`src/rtl/adc_sar_sequencer.sv`:
```
// SAR conversion controller: synchronizes the start request, holds the sampling
// switch, runs a one-bit-per-cycle binary search on the DAC and reports the code.
module adc_sar_sequencer #(
  parameter int RESOLUTION    = 8,
  parameter int SAMPLE_CYCLES = 2,
  parameter int SYNC_STAGES   = 2
) (
  input  logic                  clk,
  input  logic                  rst,
  input  logic                  start_i,
  input  logic                  comp_i,
  output logic                  sample_o,
  output logic [RESOLUTION-1:0] dac_code_o,
  output logic                  busy_o,
  output logic [RESOLUTION-1:0] result_o,
  output logic                  result_valid_o,
  output logic                  overrun_o
);

  localparam int IDX_W = $clog2(RESOLUTION);
  localparam int CNT_W = (SAMPLE_CYCLES > 1) ? $clog2(SAMPLE_CYCLES) : 1;

  typedef enum logic [1:0] {IDLE, SAMPLE, CONVERT, DONE} state_t;

  state_t                 state_q, state_d;
  logic [SYNC_STAGES-1:0] sync_q, sync_d;
  logic                   hist_q, hist_d;
  logic [CNT_W-1:0]       cnt_q, cnt_d;
  logic [IDX_W-1:0]       idx_q, idx_d, idx_m1;
  logic [RESOLUTION-1:0]  code_q, code_d;
  logic [RESOLUTION-1:0]  result_q, result_d;
  logic                   ovr_q, ovr_d;
  logic                   start_edge;

  assign sync_d     = {sync_q[SYNC_STAGES-2:0], start_i};
  assign hist_d     = sync_q[SYNC_STAGES-1];
  assign start_edge = sync_q[SYNC_STAGES-1] & ~hist_q;
  assign idx_m1     = idx_q - IDX_W'(1);

  always_comb begin
    state_d  = state_q;
    cnt_d    = cnt_q;
    idx_d    = idx_q;
    code_d   = code_q;
    result_d = result_q;
    // Any edge seen outside IDLE (including the DONE->IDLE cycle) is an overrun.
    ovr_d    = ovr_q | (start_edge && (state_q != IDLE));
    case (state_q)
      IDLE: begin
        code_d = '0;
        if (start_edge) begin
          state_d = SAMPLE;
          cnt_d   = CNT_W'(SAMPLE_CYCLES - 1);
        end
      end
      SAMPLE: begin
        if (cnt_q == '0) begin
          state_d                = CONVERT;
          code_d                 = '0;
          code_d[RESOLUTION-1]   = 1'b1;
          idx_d                  = IDX_W'(RESOLUTION - 1);
        end else begin
          cnt_d = cnt_q - CNT_W'(1);
        end
      end
      CONVERT: begin
        if (!comp_i) code_d[idx_q] = 1'b0;
        if (idx_q != '0) begin
          code_d[idx_m1] = 1'b1;
          idx_d          = idx_m1;
        end else begin
          result_d = code_d;
          state_d  = DONE;
        end
      end
      DONE: begin
        state_d = IDLE;
        code_d  = '0;
      end
      default: state_d = IDLE;
    endcase
  end

  always_ff @(posedge clk) begin
    if (rst) begin
      state_q  <= IDLE;
      sync_q   <= '0;
      hist_q   <= 1'b0;
      cnt_q    <= '0;
      idx_q    <= IDX_W'(RESOLUTION - 1);
      code_q   <= '0;
      result_q <= '0;
      ovr_q    <= 1'b0;
    end else begin
      state_q  <= state_d;
      sync_q   <= sync_d;
      hist_q   <= hist_d;
      cnt_q    <= cnt_d;
      idx_q    <= idx_d;
      code_q   <= code_d;
      result_q <= result_d;
      ovr_q    <= ovr_d;
    end
  end

  assign sample_o       = (state_q == SAMPLE);
  assign busy_o         = (state_q != IDLE);
  assign result_valid_o = (state_q == DONE);
  assign dac_code_o     = code_q;
  assign result_o       = result_q;
  assign overrun_o      = ovr_q;

endmodule

```
`config.mk`:
```
export PLATFORM = sky130hd
export DESIGN_NAME = adc_sar_sequencer
export DESIGN_NICKNAME = d
export VERILOG_FILES = /design/src/rtl/adc_sar_sequencer.sv
export SDC_FILE = /design/constraint.sdc
export NUM_CORES = 1
export LEC_CHECK = 0
export CAP_MARGIN = 20
export CORE_MARGIN = 10
export CORE_UTILIZATION = 54
export DETAILED_ROUTE_END_ITERATION = 10
export GPL_TIMING_DRIVEN = 0
export PLACE_DENSITY = 0.82
export RECOVER_POWER = 25
export SETUP_SLACK_MARGIN = 0.2
export SLEW_MARGIN = 0
export SYNTH_ARGS = -nofsm -noshare
export SYNTH_HDL_FRONTEND = slang
export SYNTH_SLANG_ARGS = --single-unit
```
`constraint.sdc`:
```
create_clock -name clk -period 3.8 [get_ports clk]
set_input_delay 0.57 -clock clk [delete_from_list [all_inputs] [get_ports clk]]
set_output_delay 0.57 -clock clk [all_outputs]
set_load 0.1 [all_outputs]
```
==> run_1/zoom.png <==
Window x 41 to 61, y 41 to 61 um. Cells in grey, sequential cells in the stronger grey; small squares are vias.
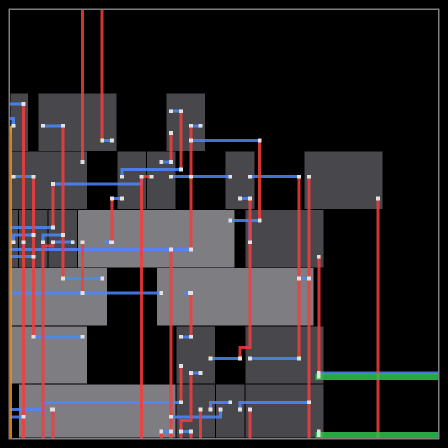
layer	colour
met3	green
met1	blue
met2	red
met4	orange
netlist names of flops here include	`result_o` (4)
most frequent	clkdlybuf4s50_1 (6), dfxtp_1 (4)
sequential cells in the window	4
cells with their middle in the window	19

==> run_1/metal_stack.png <==
Drawn at 8 px/um. Only two layers are drawn.
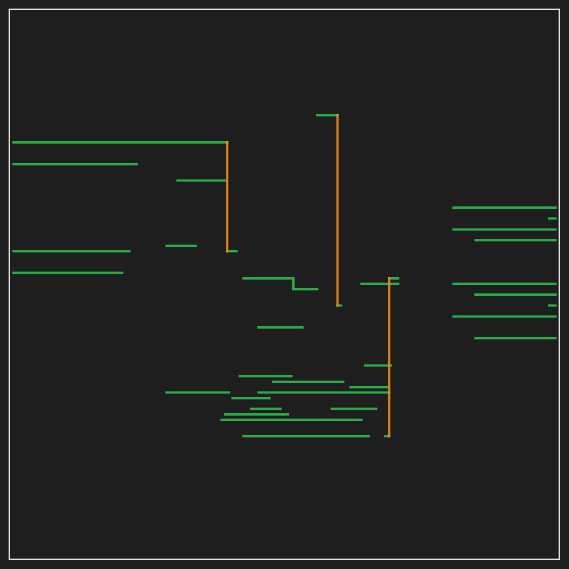
layer	colour	wire length
met3	green	290 um
met4	orange	57.1 um

==> results.ini, run 1 <==
[route]
drt_iter0_markers=64
wl_met3_um=290
wl_met2_um=1715
avgViaCountPerCell=5.926
wire_per_inst_um=16.40
drcViolationCount=0
antenna_left=0

[critical_path]
worstReg2RegEnd=result_o[2]
slowest_delay_ns=1.15
worst_path_max_delay_cell=clkdlybuf4s50_1
timing.rr.start=idx_q[0]
critPathKind=reg -> out
ff2ff_path_depth=7
critical_path_depth=4
crit_start=state_q[0]
cp.arrival_ns=2.38
path_cells=inv_1 > ha_1 > inv_1 > clkdlybuf4s50_1
cp_top_family=buffers and inverters

[layout]
clockNetworkAreaShare_pct=3.312
lay_top_cells=dfxtp_1, clkdlybuf4s50_1, nand2_1, nor2_1, a21oi_1
postLayoutCoreUtil_pct=71.04
nets=189
n_all_inverters=7
diodes=0
area_delta_synth_final_pct=24.56
stdcell_count=204
design.seq.count=26
final_area_um2=1587

[cts]
cts_root_buf=clkbuf_4
cts_buffers=3
cts_tree=built
numClockSinks=26
clock_latency_ns=0.33
clkTransAtPathRegs_ns=0.14
clock_path_buffers=2

[synthesis]
ys.flop_type=dfxtp_1
yosys_cells=149
synth.distinct_cells=35
edf_count=0
top_area_cell=dfxtp_1
most_common_cell=dfxtp_1
synth.top_cell.area_share_pct=40.86
syn_area_um2=1274
synthArstFlopShare_pct=0
fp_nets=161

[run_status]
status=finished clean

[placement]
place_inst=200

[die]
taps=28
io_pins=24
die-area_um2=4701
fp_util_pct=57.03
die_h_um=68.57

[run]
max_cap_violations=0
warnings=32

[power]
powerDensity_nw_per_um2=543.3
comb-power_mw=0.359
seq_power_share_pct=36.0
ir_drop_uv=471.9

[sta]
hold_violations=0
setup_viol=0
maxSlewViolCount=0
hold-worst-slack_ns=0.4589
rsz0062_at_grt=false

[hold_path]
hold-path-cell-count=1
worstHoldStart=sync_q[0]
hp-class=reg -> reg

[global_routing]
top_usage_layer=met2
grt-ovfl-total=0

==> run_1/met2.png <==
Drawn at 6 px/um. Cells faint in the background.
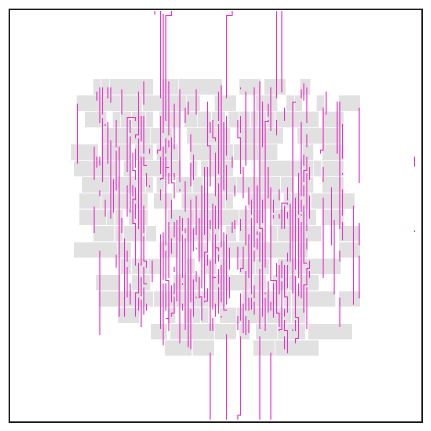
share of all routed wire	51%
longest straight run	31.8 um
nets with wire on the layer	159
wire length on this layer	1720 um
main direction	vertical

run 1: per-stage QoR:
| stage | setup WS, ns | total power [mW] |
|---|---|---|
| global route | 0.7354 | 0.9043 |
| detailed placement | 1.242 | 0.6697 |
| floorplan | 1.609 | 0.5894 |
| CTS | 0.8563 | 0.8599 |
| finish | 0.8470 | 0.8620 |
| global placement | 1.294 | 0.6561 |
run 1: registers in the layout, indices dropped and copies added, names as in the netlist:
register / count
dac_code_o: 8
result_o: 8
idx_q: 3
state_q: 2
sync_q: 2
cnt_q: 1
hist_q: 1
overrun_o: 1
run 1: cells by family (layout without fill, tap and decap cells):
group,after synthesis,in the layout,share of synthesized area [%]
fa+ha+maj,8,8,7.859
buf+inv,14,41,4.813
mux,1,1,0.7859
flops,26,26,40.86
simple gates,62,62,24.85
compound gates,38,38,20.83
==> run_1/final_clocks.png <==
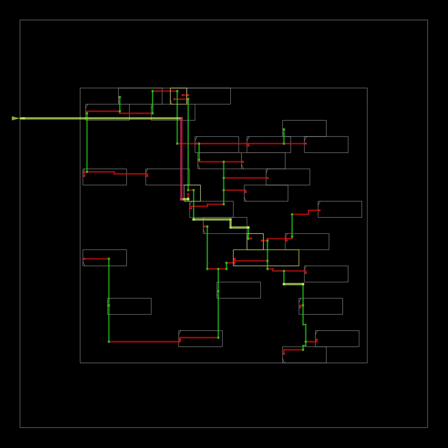

==> run 1 -> run 2 <==
CORE_UTILIZATION = 46   (was 54)
PLACE_DENSITY = 0.75   (was 0.82)
clock period = 2.7 ns   (was 3.8 ns; I/O delays follow)
==> run_2/final_clocks.png <==
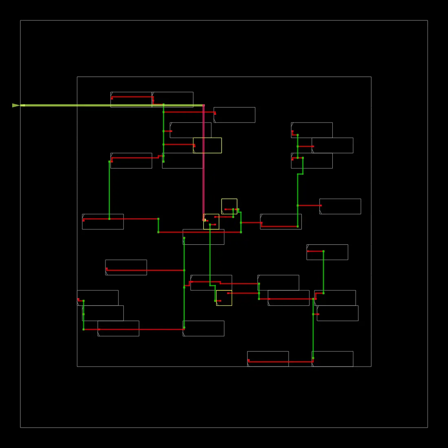
clock buffers: 4
Max Clock Skew: 0.006232 ns
total CTS buffers: 3
CTS sink count: 26

==> run_2/zoom.png <==
Window x 44 to 64, y 44 to 64 um. Cells in grey, sequential cells in the stronger grey; small squares are vias.
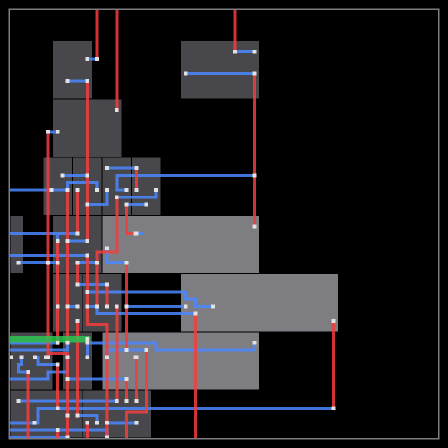

==> run_2/met2.png <==
Drawn at 4 px/um. Cells faint in the background.
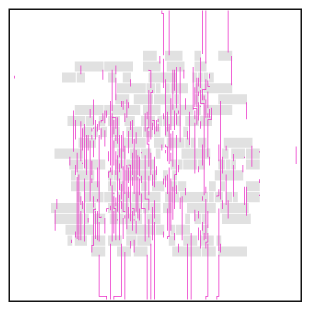
longest straight run	24.5 um
main direction	vertical
nets with wire on the layer	156
share of all routed wire	47%

==> results.ini, run 2 <==
[sta]
hold-worst-slack_ns=0.4585  ; was 0.4589 ns
max_freq_ghz=0.4099
maxSlewHeadroom_pct=34.59  ; was 33.79%
maxSlewViolCount=0  ; unchanged
finalCritPeriodShare_pct=90.36
fin_ws_ns=0.2602  ; was 0.8470 ns
setup_tns_ns=0  ; unchanged
tightest_slew_ns=0.9781  ; was 0.9900 ns
hold_violations=0  ; unchanged
rsz0062_at_grt=false  ; unchanged
setup_viol=0  ; unchanged

[layout]
fill_cells=256  ; was 179
diodes=0  ; unchanged
layout_top_cell=dfxtp_1  ; unchanged
nets=189  ; unchanged
stdcell_count=207  ; was 204
area_delta_synth_final_pct=23.28  ; was 24.56%
postLayoutCoreUtil_pct=57.94  ; was 71.04%
final_area_um2=1570  ; was 1587 um2
lay_top_cells=dfxtp_1, nand2_1, clkdlybuf4s50_1, nor2_1, a21oi_1  ; was dfxtp_1, clkdlybuf4s50_1, nand2_1, nor2_1, a21oi_1

[synthesis]
yosys_area_um2=1274  ; unchanged
syn_area_um2=1274  ; unchanged
fp_nets=161  ; unchanged
ys.flop_type=dfxtp_1  ; unchanged
most_common_cell=dfxtp_1  ; unchanged
synth.distinct_cells=35  ; unchanged
yosysSeqAreaShare_pct=40.86  ; unchanged
top_area_cell=dfxtp_1  ; unchanged
area_leaders=dfxtp_1, ha_1, nand2_1, a21oi_1, nor2_1  ; unchanged
yosys_cells=149  ; unchanged
synthArstFlopShare_pct=0  ; unchanged
synth.top_cell.area_share_pct=40.86  ; unchanged
edf_count=0  ; unchanged

[route]
drt_iter0_markers=89  ; was 64
wl_met3_um=157  ; was 290 um
drcViolationCount=0  ; unchanged
wl_met2_um=1445  ; was 1715 um
wire_per_inst_um=14.83  ; was 16.40 um
avgViaCountPerCell=5.614  ; was 5.926
antenna_left=0  ; unchanged
highest_layer=met4  ; unchanged
wirelength_um=3069  ; was 3345 um

[hold_path]
hold-path-cell-count=1  ; unchanged
hold_path_end=sync_q[1]  ; unchanged
worstHoldStart=sync_q[0]  ; unchanged
hp-class=reg -> reg  ; unchanged

[placement]
place_inst=203  ; was 200
pre_cts_ws_ns=0.3242  ; was 1.242 ns
port_buffers=23  ; unchanged
hpwl_um=2341  ; was 2484 um

[global_routing]
top_usage_layer=met2  ; unchanged
gr-usage-met2_pct=19.27  ; was 27.30%
grt-ovfl-total=0  ; unchanged
grt_max_degree=15  ; was 16
grt_use_met3_pct=2.449  ; was 4.831%
antenna_found_initial=0  ; unchanged

[power]
switching_share_pct=44.36  ; was 41.99%
ir_drop_uv=420.1  ; was 471.9 uV
powerDensity_nw_per_um2=712.1  ; was 543.3 nW/um2
maxPowerGroup=combinational logic  ; unchanged
internal_power_mw=0.6221  ; was 0.5000 mW
p_clk_share_pct=18.0  ; was 22.4%
p_total_mw=1.118  ; was 0.8620 mW
power_frac_comb_pct=43.0  ; was 41.6%
p_leak_nw=0.6055  ; was 0.5898 nW
p_switching_mw=0.4960  ; was 0.3620 mW
comb-power_mw=0.481  ; was 0.359 mW
seq_power_share_pct=39.0  ; was 36.0%

[run]
warnings=32  ; unchanged
max_cap_violations=0  ; unchanged

[critical_path]
worst_path_max_delay_cell=dlygate4sd2_1  ; was clkdlybuf4s50_1
timing.rr.start=idx_q[0]  ; unchanged
worstPathMaxFanout=7  ; was 5
rrSetupSlack_ns=0.56  ; was 1.55 ns
crit_start=state_q[1]  ; was state_q[0]
critical_path_depth=3  ; was 4
worstReg2RegEnd=result_o[0]  ; was result_o[2]
cp_top_family=buffers and inverters  ; unchanged
path_cells=inv_1 > ha_1 > dlygate4sd2_1  ; was inv_1 > ha_1 > inv_1 > clkdlybuf4s50_1
cp.arrival_ns=2.03  ; was 2.38 ns
slowest_delay_ns=0.89  ; was 1.15 ns
worst_ep_required_time_ns=2.30  ; was 3.23 ns
end_kind=output port  ; unchanged
critPathBufInv=2  ; was 3
critPathKind=reg -> out  ; unchanged
ff2ff_path_depth=8  ; was 7

[cts]
clock_path_buffers=2  ; unchanged
post_cts_buffers=0  ; unchanged
cts_tree=built  ; unchanged
cts_hold_buffers=0  ; unchanged
htreeDepth=1  ; unchanged
clkTransAtPathRegs_ns=0.15  ; was 0.14 ns
clock_latency_ns=0.32  ; was 0.33 ns
cts_root_buf=clkbuf_4  ; unchanged

[die]
die_h_um=72.62  ; was 68.57 um
io_pins=24  ; unchanged
core_area_um2=2710  ; was 2233 um2
fp_util_pct=47.00  ; was 57.03%
die-area_um2=5274  ; was 4701 um2
placementRows=19  ; was 17

[run_status]
status=finished clean  ; unchanged

-- run 2: cell families after synthesis --
group / synth area share (%)
compound gates: 20.83
fa+ha+maj: 7.859
buf+inv: 4.813
flops: 40.86
mux: 0.7859
simple gates: 24.85
-- run 2: area by class of cell --
type | instances | area [um2] | area share, %
Timing Repair Buffer | 23 | 226.5 | 14.42
Multi-Input combinational cell | 109 | 686.9 | 43.74
Clock buffer | 4 | 36.28 | 2.311
Inverter | 7 | 26.28 | 1.673
Sequential cell | 26 | 520.5 | 33.15
Buffer | 7 | 35.03 | 2.231
Tap cell | 31 | 38.79 | 2.470
-- run 2: timing repair --
item,in CTS,in global routing
endpoints found under the hold margin,0,0
gates resized,2,3
setup endpoints to repair,2,2
==> run_2/port_nets.png <==
Drawn at 4 px/um.
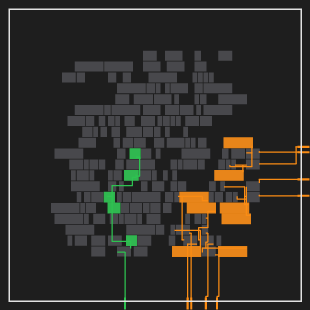

==> run 2 -> run 3 <==
CORE_UTILIZATION = 50   (was 46)
PLACE_DENSITY = 0.77   (was 0.75)
clock period = 2.5 ns   (was 2.7 ns; I/O delays follow)
==> run_3/port_nets.png <==
Drawn at 6 px/um.
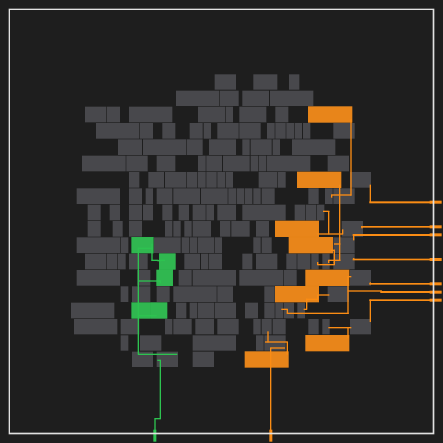
port	colour	direction	end cells	buffers	wire
`comp_i`	green	input	5	1	51.4 um
`result_o`	orange	output	8	8	190 um

==> run_3/final_clocks.png <==
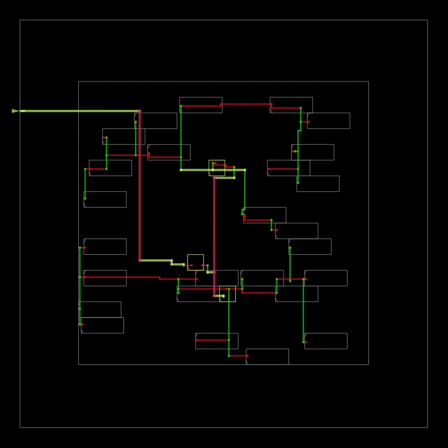
FFs & Latches: 26
clock buffers: 3
Clock group: 0.175 mW
Max Clock Skew: 0.006714 ns

==> results.ini, run 3 <==
[run_status]
status=finished clean  ; unchanged

[die]
die_h_um=70.47  ; was 72.62 um
io_pins=24  ; unchanged
die-area_um2=4966  ; was 5274 um2
fp_util_pct=51.89  ; was 47.00%
placementRows=18  ; was 19
taps=30  ; was 31

[cts]
cts_root_buf=clkbuf_4  ; unchanged
cts_buffers=3  ; unchanged
clkTransAtPathRegs_ns=0.13  ; was 0.15 ns
clock_path_buffers=2  ; unchanged
post_cts_buffers=0  ; unchanged
post_cts_resized=5  ; was 2

[sta]
max_freq_ghz=0.4463
finalCritPeriodShare_pct=89.63
fin_ws_ns=0.2592  ; was 0.2602 ns
maxSlewHeadroom_pct=34.10  ; was 34.59%
rsz0062_at_grt=false  ; unchanged
setup_viol=0  ; unchanged
hold-worst-slack_ns=0.4545  ; was 0.4585 ns

[synthesis]
yosys_cells=149  ; unchanged
simple_gate_share_pct=24.85  ; unchanged
adder_share_pct=7.859  ; unchanged
ys.flop_type=dfxtp_1  ; unchanged
synth.cellmix.compoundShare_pct=20.83  ; unchanged
mux_share_pct=0.7859  ; unchanged
syn_area_um2=1274  ; unchanged
fp_nets=161  ; unchanged
edf_count=0  ; unchanged
most_common_cell=dfxtp_1  ; unchanged
yosysSeqAreaShare_pct=40.86  ; unchanged

[global_routing]
grt_max_degree=14  ; was 15
antenna_found_initial=0  ; unchanged

[critical_path]
rrSetupSlack_ns=0.47  ; was 0.56 ns
ff2ff_path_depth=7  ; was 8
worstPathMaxFanout=3  ; was 7
critPathBufInv=1  ; was 2
end_kind=output port  ; unchanged
slowest_delay_ns=1.16  ; was 0.89 ns
worst_path_max_delay_cell=clkdlybuf4s50_1  ; was dlygate4sd2_1
cp.arrival_ns=1.87  ; was 2.03 ns
critical_path_depth=1  ; was 3

[power]
p_leak_nw=0.5842  ; was 0.6055 nW
powerDensity_nw_per_um2=754.8  ; was 712.1 nW/um2

[layout]
final_area_um2=1555  ; was 1570 um2
seq_share_pct=33.47  ; was 33.15%
seq_area_um2=520.5  ; unchanged
comb_share_pct=44.17  ; was 43.74%
area_delta_synth_final_pct=22.10  ; was 23.28%
n_all_inverters=7  ; unchanged
dominant_cells=combinational gates  ; unchanged
lay_top_cells=dfxtp_1, nand2_1, clkdlybuf4s50_1, nor2_1, a21oi_1  ; unchanged
fill_cells=226  ; was 256
layout_top_cell=dfxtp_1  ; unchanged
buffers=30  ; unchanged
clockNetworkAreaShare_pct=1.448  ; was 2.311%
postLayoutCoreUtil_pct=63.35  ; was 57.94%
comb_area_um2=686.9  ; unchanged
stdcell_count=205  ; was 207

[run]
max_cap_violations=0  ; unchanged

[placement]
port_buffers=23  ; unchanged
pre_cts_ws_ns=0.1614  ; was 0.3242 ns

[route]
wire_per_inst_um=14.74  ; was 14.83 um
drcViolationCount=0  ; unchanged
antenna_left=0  ; unchanged
avgViaCountPerCell=5.790  ; was 5.614
wirelength_um=3022  ; was 3069 um

[hold_path]
hold-path-cell-count=1  ; unchanged

==> run_3/zoom.png <==
Window x 43 to 63, y 43 to 63 um. Cells in grey, sequential cells in the stronger grey; small squares are vias.
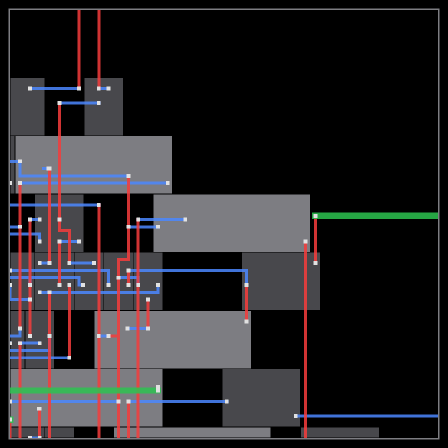
layer	colour
met3	green
met2	red
met1	blue
most frequent	dfxtp_1 (4), nor2_1 (3), clkdlybuf4s50_1 (2)
cells with their middle in the window	14
sequential cells in the window	4

run 3: cell counts after synthesis:
Identical to the previous run, type by type.
run 3: final timing paths:
path / from / endpoint
min: sync_q[0] / sync_q[1]
max: dac_code_o[4] / dac_code_o[4]
max reg2reg: idx_q[0] / result_o[2]
min reg2reg: sync_q[0] / sync_q[1]
run 3: layer usage:
metal / part of all wire (%) / vias to the layer above / global-route usage [%]
li1: - / 579 / -
met1: 43 / 553 / 13.67
met2: 46 / 48 / 19.46
met3: 8.3 / 7 / 3.814
met4: 2.1 / 0 / 5.263
met5: 0 / - / 0
run 3: report_power, final:
part | total (mW) | switching [mW] | internal, mW | leakage, nW
Combinational | 0.528 | 0.385 | 0.142 | 0.360
Sequential | 0.471 | 0.0270 | 0.444 | 0.211
Clock | 0.175 | 0.119 | 0.0565 | 0.0138
Power figures rest on the tool's default switching activity, not on a simulated workload.
